Fig. 1: placement view
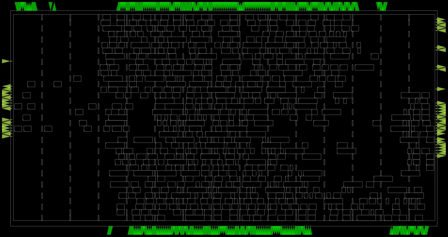
Fig. 2: clock distribution
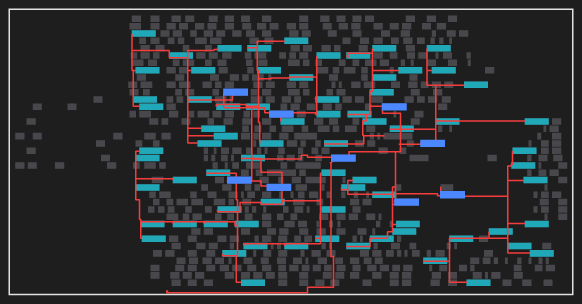
Fig. 3: wire density map
21 x 11 tiles, from dark blue (low) to red (high), scaled to the fullest tile. Values are wire area over tile area, all layers added.
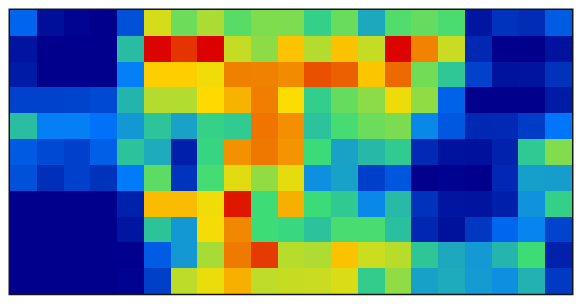
<file path="src/rtl/mem_port_pkg.sv">
// rtl/mem_port_pkg.sv - owner codes, FSM states and size constants for the memory port scheduler
package mem_port_pkg;
   localparam logic [1:0] OWN_NONE = 2'd0;
   localparam logic [1:0] OWN_F    = 2'd1;
   localparam logic [1:0] OWN_D    = 2'd2;
   localparam logic [1:0] OWN_X    = 2'd3;

   typedef enum logic {
      ST_IDLE   = 1'b0,
      ST_ACCESS = 1'b1
   } state_t;

   localparam logic [1:0] SEL_WORD = 2'b10;
endpackage

</file>
<file path="src/rtl/mem_port_rr_pick.sv">
// rtl/mem_port_rr_pick.sv - winner select: data first, fetch/aux round-robin
module mem_port_rr_pick
   import mem_port_pkg::*;
(
   input  logic       clk,
   input  logic       rst,
   input  logic       f_cand,
   input  logic       d_cand,
   input  logic       x_cand,
   input  logic       grant,
   output logic [1:0] win
);
   // ptr_x=1 means aux is favoured on the next fetch/aux tie
   logic ptr_x;

   always_comb begin
      win = OWN_NONE;
      if (d_cand)
         win = OWN_D;
      else if (f_cand && x_cand)
         win = ptr_x ? OWN_X : OWN_F;
      else if (f_cand)
         win = OWN_F;
      else if (x_cand)
         win = OWN_X;
   end

   always_ff @(posedge clk or posedge rst) begin
      if (rst) begin
         ptr_x <= 1'b0;
      end else if (grant) begin
         if (win == OWN_F)
            ptr_x <= 1'b1;
         else if (win == OWN_X)
            ptr_x <= 1'b0;
      end
   end
endmodule

</file>
<file path="src/rtl/mem_port_scheduler.sv">
// rtl/mem_port_scheduler.sv - shares one memory port among fetch, data and aux masters
// Optional access timeout with err output: MEM_PORT_TIMEOUT_EN
module mem_port_scheduler
   import mem_port_pkg::*;
#(
   parameter int width   = 32,
   parameter int TIMEOUT = 255
) (
   input  logic             clk,
   input  logic             rst,
   input  logic             f_req,
   input  logic [width-1:0] f_addr,
   input  logic             flush,
   output logic             f_ack,
   input  logic             d_req,
   input  logic             d_we,
   input  logic [1:0]       d_sel,
   input  logic [width-1:0] d_addr,
   input  logic [width-1:0] d_wdata,
   output logic             d_ack,
   input  logic             x_req,
   input  logic             x_we,
   input  logic [1:0]       x_sel,
   input  logic [width-1:0] x_addr,
   input  logic [width-1:0] x_wdata,
   output logic             x_ack,
   output logic [width-1:0] rdata,
   output logic [width-1:0] AddrOut,
   output logic [width-1:0] DataOut,
   input  logic [width-1:0] DataIn,
   output logic             we,
   output logic             re,
   output logic [1:0]       sel,
   input  logic             mdelay,
`ifdef MEM_PORT_TIMEOUT_EN
   output logic             err,
`endif
   output logic [1:0]       owner,
   output logic             busy
);
   state_t     state;
   logic       kill;
   logic       tmo;
   logic       done;
   logic       arb_en;
   logic       grant;
   logic [1:0] win;
   logic       f_cand, d_cand, x_cand;

   assign busy = (state == ST_ACCESS);

`ifdef MEM_PORT_TIMEOUT_EN
   localparam int CW = $clog2(TIMEOUT + 1);
   logic [CW-1:0] wait_cnt;

   assign tmo = busy && mdelay && (wait_cnt == CW'(TIMEOUT - 1));
   assign err = tmo;

   always_ff @(posedge clk or posedge rst) begin
      if (rst)
         wait_cnt <= '0;
      else if (done)
         wait_cnt <= '0;
      else if (busy && mdelay)
         wait_cnt <= wait_cnt + 1'b1;
   end
`else
   assign tmo = 1'b0;
`endif

   assign done   = busy && (!mdelay || tmo);
   // a timed-out access always drops to idle rather than chaining
   assign arb_en = !busy || (done && !tmo);

   // the completing owner's own request is not eligible in its completion cycle
   assign f_cand = f_req && !flush && !(done && owner == OWN_F);
   assign d_cand = d_req && !(done && owner == OWN_D);
   assign x_cand = x_req && !(done && owner == OWN_X);
   assign grant  = arb_en && (win != OWN_NONE);

   mem_port_rr_pick u_pick (
      .clk    (clk),
      .rst    (rst),
      .f_cand (f_cand),
      .d_cand (d_cand),
      .x_cand (x_cand),
      .grant  (grant),
      .win    (win)
   );

   assign f_ack = done && (owner == OWN_F) && !kill && !flush;
   assign d_ack = done && (owner == OWN_D);
   assign x_ack = done && (owner == OWN_X);
   assign rdata = DataIn;

   always_ff @(posedge clk or posedge rst) begin
      if (rst) begin
         state   <= ST_IDLE;
         owner   <= OWN_NONE;
         AddrOut <= '0;
         DataOut <= '0;
         sel     <= '0;
         we      <= 1'b0;
         re      <= 1'b0;
         kill    <= 1'b0;
      end else begin
         if (done)
            kill <= 1'b0;
         else if (busy && owner == OWN_F && flush)
            kill <= 1'b1;

         if (grant) begin
            state <= ST_ACCESS;
            owner <= win;
            case (win)
               OWN_F: begin
                  AddrOut <= f_addr;
                  we      <= 1'b0;
                  re      <= 1'b1;
                  sel     <= SEL_WORD;
               end
               OWN_D: begin
                  AddrOut <= d_addr;
                  DataOut <= d_wdata;
                  we      <= d_we;
                  re      <= !d_we;
                  sel     <= d_sel;
               end
               OWN_X: begin
                  AddrOut <= x_addr;
                  DataOut <= x_wdata;
                  we      <= x_we;
                  re      <= !x_we;
                  sel     <= x_sel;
               end
               default: ;
            endcase
         end else if (done) begin
            state <= ST_IDLE;
            owner <= OWN_NONE;
            we    <= 1'b0;
            re    <= 1'b0;
         end
      end
   end
endmodule

</file>
<file path="config.mk">
export PLATFORM = sky130hd
export DESIGN_NAME = mem_port_scheduler
export DESIGN_NICKNAME = d
export VERILOG_FILES = /design/src/rtl/mem_port_pkg.sv /design/src/rtl/mem_port_rr_pick.sv /design/src/rtl/mem_port_scheduler.sv
export SDC_FILE = /design/constraint.sdc
export NUM_CORES = 1
export LEC_CHECK = 0
export CELL_PAD_IN_SITES_DETAIL_PLACEMENT = 1
export CELL_PAD_IN_SITES_GLOBAL_PLACEMENT = 2
export CORE_ASPECT_RATIO = 0.5
export CORE_UTILIZATION = 21
export DETAILED_ROUTE_END_ITERATION = 10
export HOLD_SLACK_MARGIN = 0.06
export PLACE_DENSITY = 0.91
export SLEW_MARGIN = 20
export SYNTH_ARGS = -nofsm -noshare
export SYNTH_HDL_FRONTEND = slang
export SYNTH_SLANG_ARGS = --single-unit
</file>
<file path="constraint.sdc">
create_clock -name clk -period 5.8 [get_ports clk]
set_input_delay 0.58 -clock clk [delete_from_list [all_inputs] [get_ports clk]]
set_output_delay 0.58 -clock clk [all_outputs]
set_load 0.02 [all_outputs]
</file>
==> results_slide.txt <==
Run Summary

Run status
  – Status: complete, no violations

GRT
  – Gr ovfl total: 0
  – First-pass GRT wire length: 28700 um
  – Overall global routing resource usage: 17.0%
  – Largest net degree at the start of global routing: 52
  – Number of global-route vias before repair: 4658

Job
  – Tally of OpenROAD warnings: 26
  – Max-cap violations: 0

Pwr
  – P per Cell Area: 337 nW/um^2
  – Worst VDD drop: 0.144 mV
  – Leakage power: 2.85 nW
  – Post-layout power: 2.44 mW

Worst setup path
  – Worst r2r src: busy
  – CP max-delay cell: o211ai_4
  – Reg-to-reg slack, setup: 3.15 ns
  – Crit path max fanout: 34
  – WP depth: 6
  – Reg2reg end: AddrOut[15]
  – Worst path cell trace: clkdlybuf4s50_1 > and4bb_1 > o211ai_4 > buf_12 > mux2i_1 > a211oi_2
  – Worst R2R Path Depth: 5
  – CP startpoint kind: input pin
  – Endpoint class of the critical path: flip-flop
  – CP delay by family, top: buffers and inverters

STA
  – Final hold viol count: 0
  – Worst Tran Pin Value: 1.08 ns
  – Cycle use final: 51.6%
  – Slew margin rel.: 27.8%
  – Setup TNS: 0 ns

Yosys
  – Main area contributors: dfrtp_1, a211oi_1, a211oi_2
  – Net Count, Synth: 632
  – Syn_area_per_cell: 10.5 sq um
  – Seq share, synth: 40.8%
  – Share of the synthesized area in the top cell type: 40.8%
  – Cell Area, Synth: 4480 sq um
  – YS warnings: 0
  – Cell with the most instances after synthesis: dfrtp_1
  – Asr flop ratio synth: 100%
  – YS chip area: 4480 sq um

Route
  – Via count: 4231
  – Antenna-violating nets left: 0
  – Final WL: 18500 um
  – DRT Pass-1 Iters: 4
  – Avg WL per Cell: 20.5 um
  – Drt first-iter violations: 151

Clocking
  – TritonCTS buffer count: 9
  – CTS tree: done
  – Setup Fix Bufs, Post-CTS: 0
  – Cts-stage hold buffer count: 0
  – Root Buffer: clkbuf_16
  – Insertion Delay late pin: 0.34 ns
  – PostCTS Resize Cnt: 0
  – Clock Tree Buf Depth: 2

Worst hold path
  – HP Class: flip-flop to flip-flop

Floorplan
  – Initial Utilization: 21.6%
  – Die Ht: 105 um

Placement
  – Detail Placement HPWL: 13300 um
  – Placed instance area: 6920 sq um

Cells and area
  – Final #Nets: 827
-- Fig. 1 (at the start) --
core area: 20700 sq um
sequential cell count: 73
final non-filler cell total: 901
FP Rows: 37

-- Fig. 2 (at the start) --
[red] clock wires | length: 1290 um
[cyan] flip-flops | count: 73
[blue] clock-net drivers | count: 9
flops lie: widely spread

-- Fig. 3 (at the start) --
emptiest ninth of the die: south-west
tiles over half the peak: 37%
nearly empty tiles: 15%
mean over tiles: 0.13
fullest tile: 0.34

[kinds of logic after synthesis]
kind of cell	count (synthesis)	share of synthesized area, %
AOI/OAI and AO/OA	183	33.8
buffers and inverters	111	13.8
DFF	73	40.8
muxes	32	7.15
and+or+nand+nor	28	4.47
[power breakdown]
group          switching, mW  internal (mW)
Clock                  0.230          0.390
Combinational          0.560          0.508
Sequential             0.100          0.653
Total                  0.890           1.55
[sequential cells by signal, indices dropped and copies added, names as in the netlist]
| signal | flops |
|---|---|
| AddrOut | 32 |
| DataOut | 32 |
| busy | 1 |
| kill | 1 |
| owner | 2 |
| re | 1 |
| sel | 2 |
| u_pick.ptr_x | 1 |
| we | 1 |
[how the worst max path moves through the flow]
stage,to,slack (ns)
after floorplan,AddrOut[0],3.37
after global placement,AddrOut[22],2.59
after detailed placement,AddrOut[15],2.44
after CTS,AddrOut[15],2.80
after global routing,AddrOut[15],2.64
final,AddrOut[15],2.81
[metal layers]
metal	part of all wire (%)	vias up	track usage (%)	wire [um]
li1	-	1990	-	-
met4	2.1	0	5.15	395
met2	53	112	30.7	9690
met1	41	2101	20.1	7610
met5	0	-	0	0
met3	4.1	28	3.96	757
[placed cells by master, fill, tap and decap left out, types with 2 or more instances in the layout]
cell and count:
nand3_1 2, nand2_1 7, o21ai_0 2, clkbuf_16 9
buf_4 11, nor2b_1 2, clkdlybuf4s50_1 246, nand3b_1 2
o32ai_1 32, mux2i_1 32, dfrtp_1 73, inv_1 36
bufinv_16 2, a21o_1 2, o31ai_1 2, clkbuf_1 2
a211oi_1 66, a211oi_2 31, nand2b_1 2, a21oi_1 34
nand4bb_1 2
[per-stage QoR]
stage	setup slack [ns]	util [%]	hold WS, ns	std cells
after floorplan	3.37	-	0.466	427
after global placement	2.59	33.4	0.479	884
after detailed placement	2.44	33.4	0.495	884
after CTS	2.80	34.9	0.514	900
after global routing	2.64	34.9	0.540	901
final	2.81	34.9	0.512	901
[worst register-to-register path, stage by stage (launching register included)]
cell	delay, ns
dfrtp_1	0.54
and4bb_1	0.33
o211ai_4	0.87
buf_12	0.35
mux2i_1	0.32
a211oi_2	0.10
[layout make-up]
class,count,area [sq um]
Clock buffer,12,246
Tap cell,273,342
Clock inverter,4,76.3
Inverter,37,140
Multi-Input combinational cell,243,2050
Fill cell,2301,13500
Timing Repair Buffer,258,2560
Antenna cell,1,2.50
Sequential cell,73,1830
Power is estimated from default activity; no workload was simulated.
